File: config.mk
export PLATFORM = sky130hd
export DESIGN_NAME = angle_search
export DESIGN_NICKNAME = d
export VERILOG_FILES = /design/src/rtl/angle_search.sv
export SDC_FILE = /design/constraint.sdc
export NUM_CORES = 1
export LEC_CHECK = 0
export CAP_MARGIN = 5
export CORE_MARGIN = 2
export CORE_UTILIZATION = 45
export DETAILED_ROUTE_END_ITERATION = 8
export GPL_TIMING_DRIVEN = 0
export PLACE_DENSITY = 0.7
export RECOVER_POWER = 25
export SETUP_SLACK_MARGIN = 0.5
export SYNTH_ARGS = -nofsm -noshare
export SYNTH_HDL_FRONTEND = slang
export SYNTH_SLANG_ARGS = --single-unit
File: constraint.sdc
create_clock -name clock -period 14.9 [get_ports clock]
set_input_delay 3.725 -clock clock [delete_from_list [all_inputs] [get_ports clock]]
set_output_delay 3.725 -clock clock [all_outputs]
set_load 0.005 [all_outputs]
File: src/rtl/angle_search.sv
// ============================================================================
//  Module   : angle_search (with sin_lookup, cos_lookup)
//  Purpose  : Sequential search for the 0..176 step-4 angle code whose line
//             direction best matches (dx, dy); optional ANGLE_SEARCH_EARLY_EXIT_EN.
//  Revision : 1.0 - initial release
// ============================================================================
`default_nettype none

module sin_lookup (
   input  logic [7:0]  angle_i,
   output logic [12:0] mag_o,
   output logic        neg_o
);
   logic [7:0] fold;

   always_comb begin
      fold  = (angle_i > 8'd90) ? (8'd180 - angle_i) : angle_i;
      neg_o = 1'b0;
      case (fold)
         8'd0:    mag_o = 13'd0;     8'd4:  mag_o = 13'd286;  8'd8:  mag_o = 13'd570;
         8'd12:   mag_o = 13'd852;   8'd16: mag_o = 13'd1129; 8'd20: mag_o = 13'd1401;
         8'd24:   mag_o = 13'd1666;  8'd28: mag_o = 13'd1923; 8'd32: mag_o = 13'd2171;
         8'd36:   mag_o = 13'd2408;  8'd40: mag_o = 13'd2633; 8'd44: mag_o = 13'd2845;
         8'd48:   mag_o = 13'd3044;  8'd52: mag_o = 13'd3228; 8'd56: mag_o = 13'd3396;
         8'd60:   mag_o = 13'd3547;  8'd64: mag_o = 13'd3681; 8'd68: mag_o = 13'd3798;
         8'd72:   mag_o = 13'd3896;  8'd76: mag_o = 13'd3974; 8'd80: mag_o = 13'd4034;
         8'd84:   mag_o = 13'd4074;  8'd88: mag_o = 13'd4094;
         default: mag_o = 13'd0;
      endcase
   end
endmodule

module cos_lookup (
   input  logic [7:0]  angle_i,
   output logic [12:0] mag_o,
   output logic        neg_o
);
   logic [7:0] fold;

   always_comb begin
      fold  = (angle_i > 8'd90) ? (8'd180 - angle_i) : angle_i;
      neg_o = (angle_i > 8'd90);
      case (fold)
         8'd0:    mag_o = 13'd4096;  8'd4:  mag_o = 13'd4086; 8'd8:  mag_o = 13'd4056;
         8'd12:   mag_o = 13'd4006;  8'd16: mag_o = 13'd3937; 8'd20: mag_o = 13'd3849;
         8'd24:   mag_o = 13'd3742;  8'd28: mag_o = 13'd3617; 8'd32: mag_o = 13'd3474;
         8'd36:   mag_o = 13'd3314;  8'd40: mag_o = 13'd3138; 8'd44: mag_o = 13'd2946;
         8'd48:   mag_o = 13'd2741;  8'd52: mag_o = 13'd2522; 8'd56: mag_o = 13'd2290;
         8'd60:   mag_o = 13'd2048;  8'd64: mag_o = 13'd1796; 8'd68: mag_o = 13'd1534;
         8'd72:   mag_o = 13'd1266;  8'd76: mag_o = 13'd991;  8'd80: mag_o = 13'd711;
         8'd84:   mag_o = 13'd428;   8'd88: mag_o = 13'd143;
         default: mag_o = 13'd0;
      endcase
   end
endmodule

module angle_search #(
   parameter int W = 12
) (
   input  logic                clock,
   input  logic                reset,
   input  logic                start,
   input  logic signed [W-1:0] dx,
   input  logic signed [W-1:0] dy,
   output logic                busy,
   output logic                done,
   output logic [7:0]          angle,
   output logic [W+13:0]       residual
);
   typedef enum logic [1:0] {IDLE = 2'd0, SEARCH = 2'd1, DONE = 2'd2} state_t;

   state_t              state_q, state_d;
   logic [5:0]          k_q, k_d;
   logic signed [W:0]   x_q, x_d, y_q, y_d;
   logic [W+13:0]       best_q, best_d, res_q, res_d;
   logic [7:0]          best_ang_q, best_ang_d, angle_q, angle_d;

   logic [7:0]          cand;
   logic [12:0]         sin_mag, cos_mag;
   logic                sin_neg, cos_neg;
   logic signed [13:0]  s_val, c_val;
   logic signed [W:0]   ext_x, ext_y;
   logic signed [W+14:0] prod_s, prod_c, diff;
   logic [W+13:0]       r;
   logic                better, hit_zero, last;

   assign cand = {k_q, 2'b00};

   sin_lookup u_sin (.angle_i(cand), .mag_o(sin_mag), .neg_o(sin_neg));
   cos_lookup u_cos (.angle_i(cand), .mag_o(cos_mag), .neg_o(cos_neg));

   assign s_val  = sin_neg ? -$signed({1'b0, sin_mag}) : $signed({1'b0, sin_mag});
   assign c_val  = cos_neg ? -$signed({1'b0, cos_mag}) : $signed({1'b0, cos_mag});
   assign prod_s = (W+15)'(x_q) * (W+15)'(s_val);
   assign prod_c = (W+15)'(y_q) * (W+15)'(c_val);
   assign diff   = prod_s - prod_c;
   assign r      = diff[W+14] ? (W+14)'(-diff) : (W+14)'(diff);
   assign better = (r < best_q);

`ifdef ANGLE_SEARCH_EARLY_EXIT_EN
   assign hit_zero = (r == '0);
`else
   assign hit_zero = 1'b0;
`endif
   assign last  = (k_q == 6'd44) || hit_zero;

   // Extra sign bit lets -2^(W-1) be negated exactly during normalisation
   assign ext_x = (W+1)'(dx);
   assign ext_y = (W+1)'(dy);

   always_ff @(posedge clock or posedge reset) begin
      if (reset) begin
         state_q    <= IDLE;
         k_q        <= '0;
         x_q        <= '0;
         y_q        <= '0;
         best_q     <= '0;
         best_ang_q <= '0;
         angle_q    <= '0;
         res_q      <= '0;
      end else begin
         state_q    <= state_d;
         k_q        <= k_d;
         x_q        <= x_d;
         y_q        <= y_d;
         best_q     <= best_d;
         best_ang_q <= best_ang_d;
         angle_q    <= angle_d;
         res_q      <= res_d;
      end
   end

   always_comb begin
      state_d    = state_q;
      k_d        = k_q;
      x_d        = x_q;
      y_d        = y_q;
      best_d     = best_q;
      best_ang_d = best_ang_q;
      angle_d    = angle_q;
      res_d      = res_q;
      case (state_q)
         IDLE, DONE: begin
            if (start) begin
               x_d     = ext_x;
               y_d     = ext_y;
               if (dy < 0) begin
                  x_d = -ext_x;
                  y_d = -ext_y;
               end else if ((dy == 0) && (dx < 0)) begin
                  x_d = -ext_x;
               end
               best_d  = '1;
               k_d     = '0;
               state_d = SEARCH;
            end else begin
               state_d = IDLE;
            end
         end
         SEARCH: begin
            if (better) begin
               best_d     = r;
               best_ang_d = cand;
            end
            if (last) begin
               angle_d = better ? cand : best_ang_q;
               res_d   = better ? r : best_q;
               k_d     = '0;
               state_d = DONE;
            end else begin
               k_d = k_q + 6'd1;
            end
         end
         default: state_d = IDLE;
      endcase
   end

   assign busy     = (state_q == SEARCH);
   assign done     = (state_q == DONE);
   assign angle    = angle_q;
   assign residual = res_q;
endmodule

`default_nettype wire
Figure 1. Metal 3.
Drawn at 1.5 px/um. Cells faint in the background.
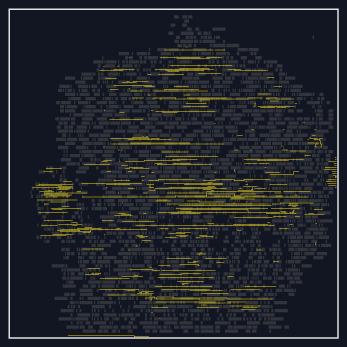
The layer carries 4340 um of wire. The wires run mostly horizontal. The layer holds 7.6% of the routed length.
Vias: 16900
Post-Route WL: 57250 um
met3 GRT Util: 0.04454

Figure 2. Clock nets.
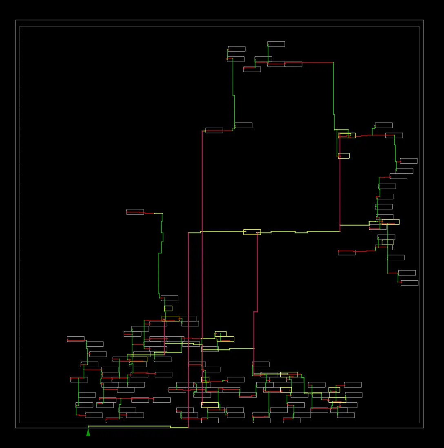
Seq cells: 102
Setup Skew: 0.02865 ns
clk sinks: 102

Figure 3. Signal metal coverage by tile.
Drawn at 1.5 px/um. The die is cut into 22 by 22 equal tiles; dark purple is low, yellow is high, scaled to the fullest tile. Values are wire area over tile area, all layers added.
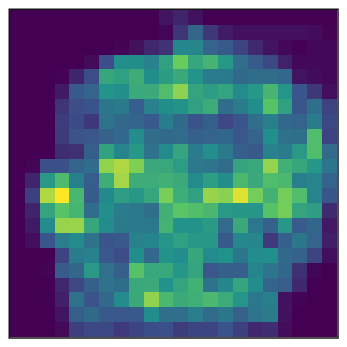
21% of the tiles are nearly empty. The emptiest ninth of the die: top left. 26% of the tiles are over half the peak. The fullest tile reaches 0.63.
routed length per instance: 18.49 um
GR Util All Layers: 0.2502

## routing by layer
metal	global-route usage	vias to the layer above	wire length, um
met4	0.1027	2	2257
met2	0.4031	630	27130
met3	0.04454	110	4340
met5	0	-	11
li1	-	7630	-
met1	0.3340	8531	23510
## worst max-delay path, delay by kind of cell (launching register included)
kind	cells	cell delay (ns)
fa+ha+maj	11	4.84
xor+xnor	3	0.83
flops	1	0.42
mux	1	0.37
buf+inv	15	2.49
simple gates	9	1.61
compound gates	15	3.17
## through the flow
step	hold slack, ns	setup slack (ns)
3_3_place_gp	0.4536	-0.1990
4_1_cts	0.4833	0.5326
2_1_floorplan	0.4502	2.844
5_1_grt	0.5150	0.4654
3_5_place_dp	0.4616	-0.4054
6_report	0.4764	1.008
==> impl_metrics.tcl <==
# place-and-route summary
set metrics [dict create \
    outcome "complete, but fails checks" \
    violations "capacitance limit, slew limit" \
    drive_gt1_frac 0.03846 \
    comb_share 0.7007 \
    place_hpwl_um 48650 \
    fin_util 0.4968 \
    num_rows 78 \
    tns_ns 0 \
    diodes 0 \
    lay_top_count "inv_1" \
    core_area_um2 45280 \
    maxCapViolCount 2 \
    n_all_inverters 516 \
    simple_gate_area_frac 0.1553 \
    numPlacedInstances 3078 \
    ff_latch_area_um2 2552 \
    drv_slew 105 \
    synthMuxAreaShare 0.009216 \
    hold_path_end "angle[1]" \
    ys_seq_frac 0.1237 \
    syn-cell-area_um2 20640 \
    ys.flops 102 \
    buffer_area_frac 0.05150 \
    cts_htree_levels 3 \
    dieArea_um2 47590 \
    taps 600 \
    worstSetupPathType "flop to flop" \
    yosysWarnings 0 \
]
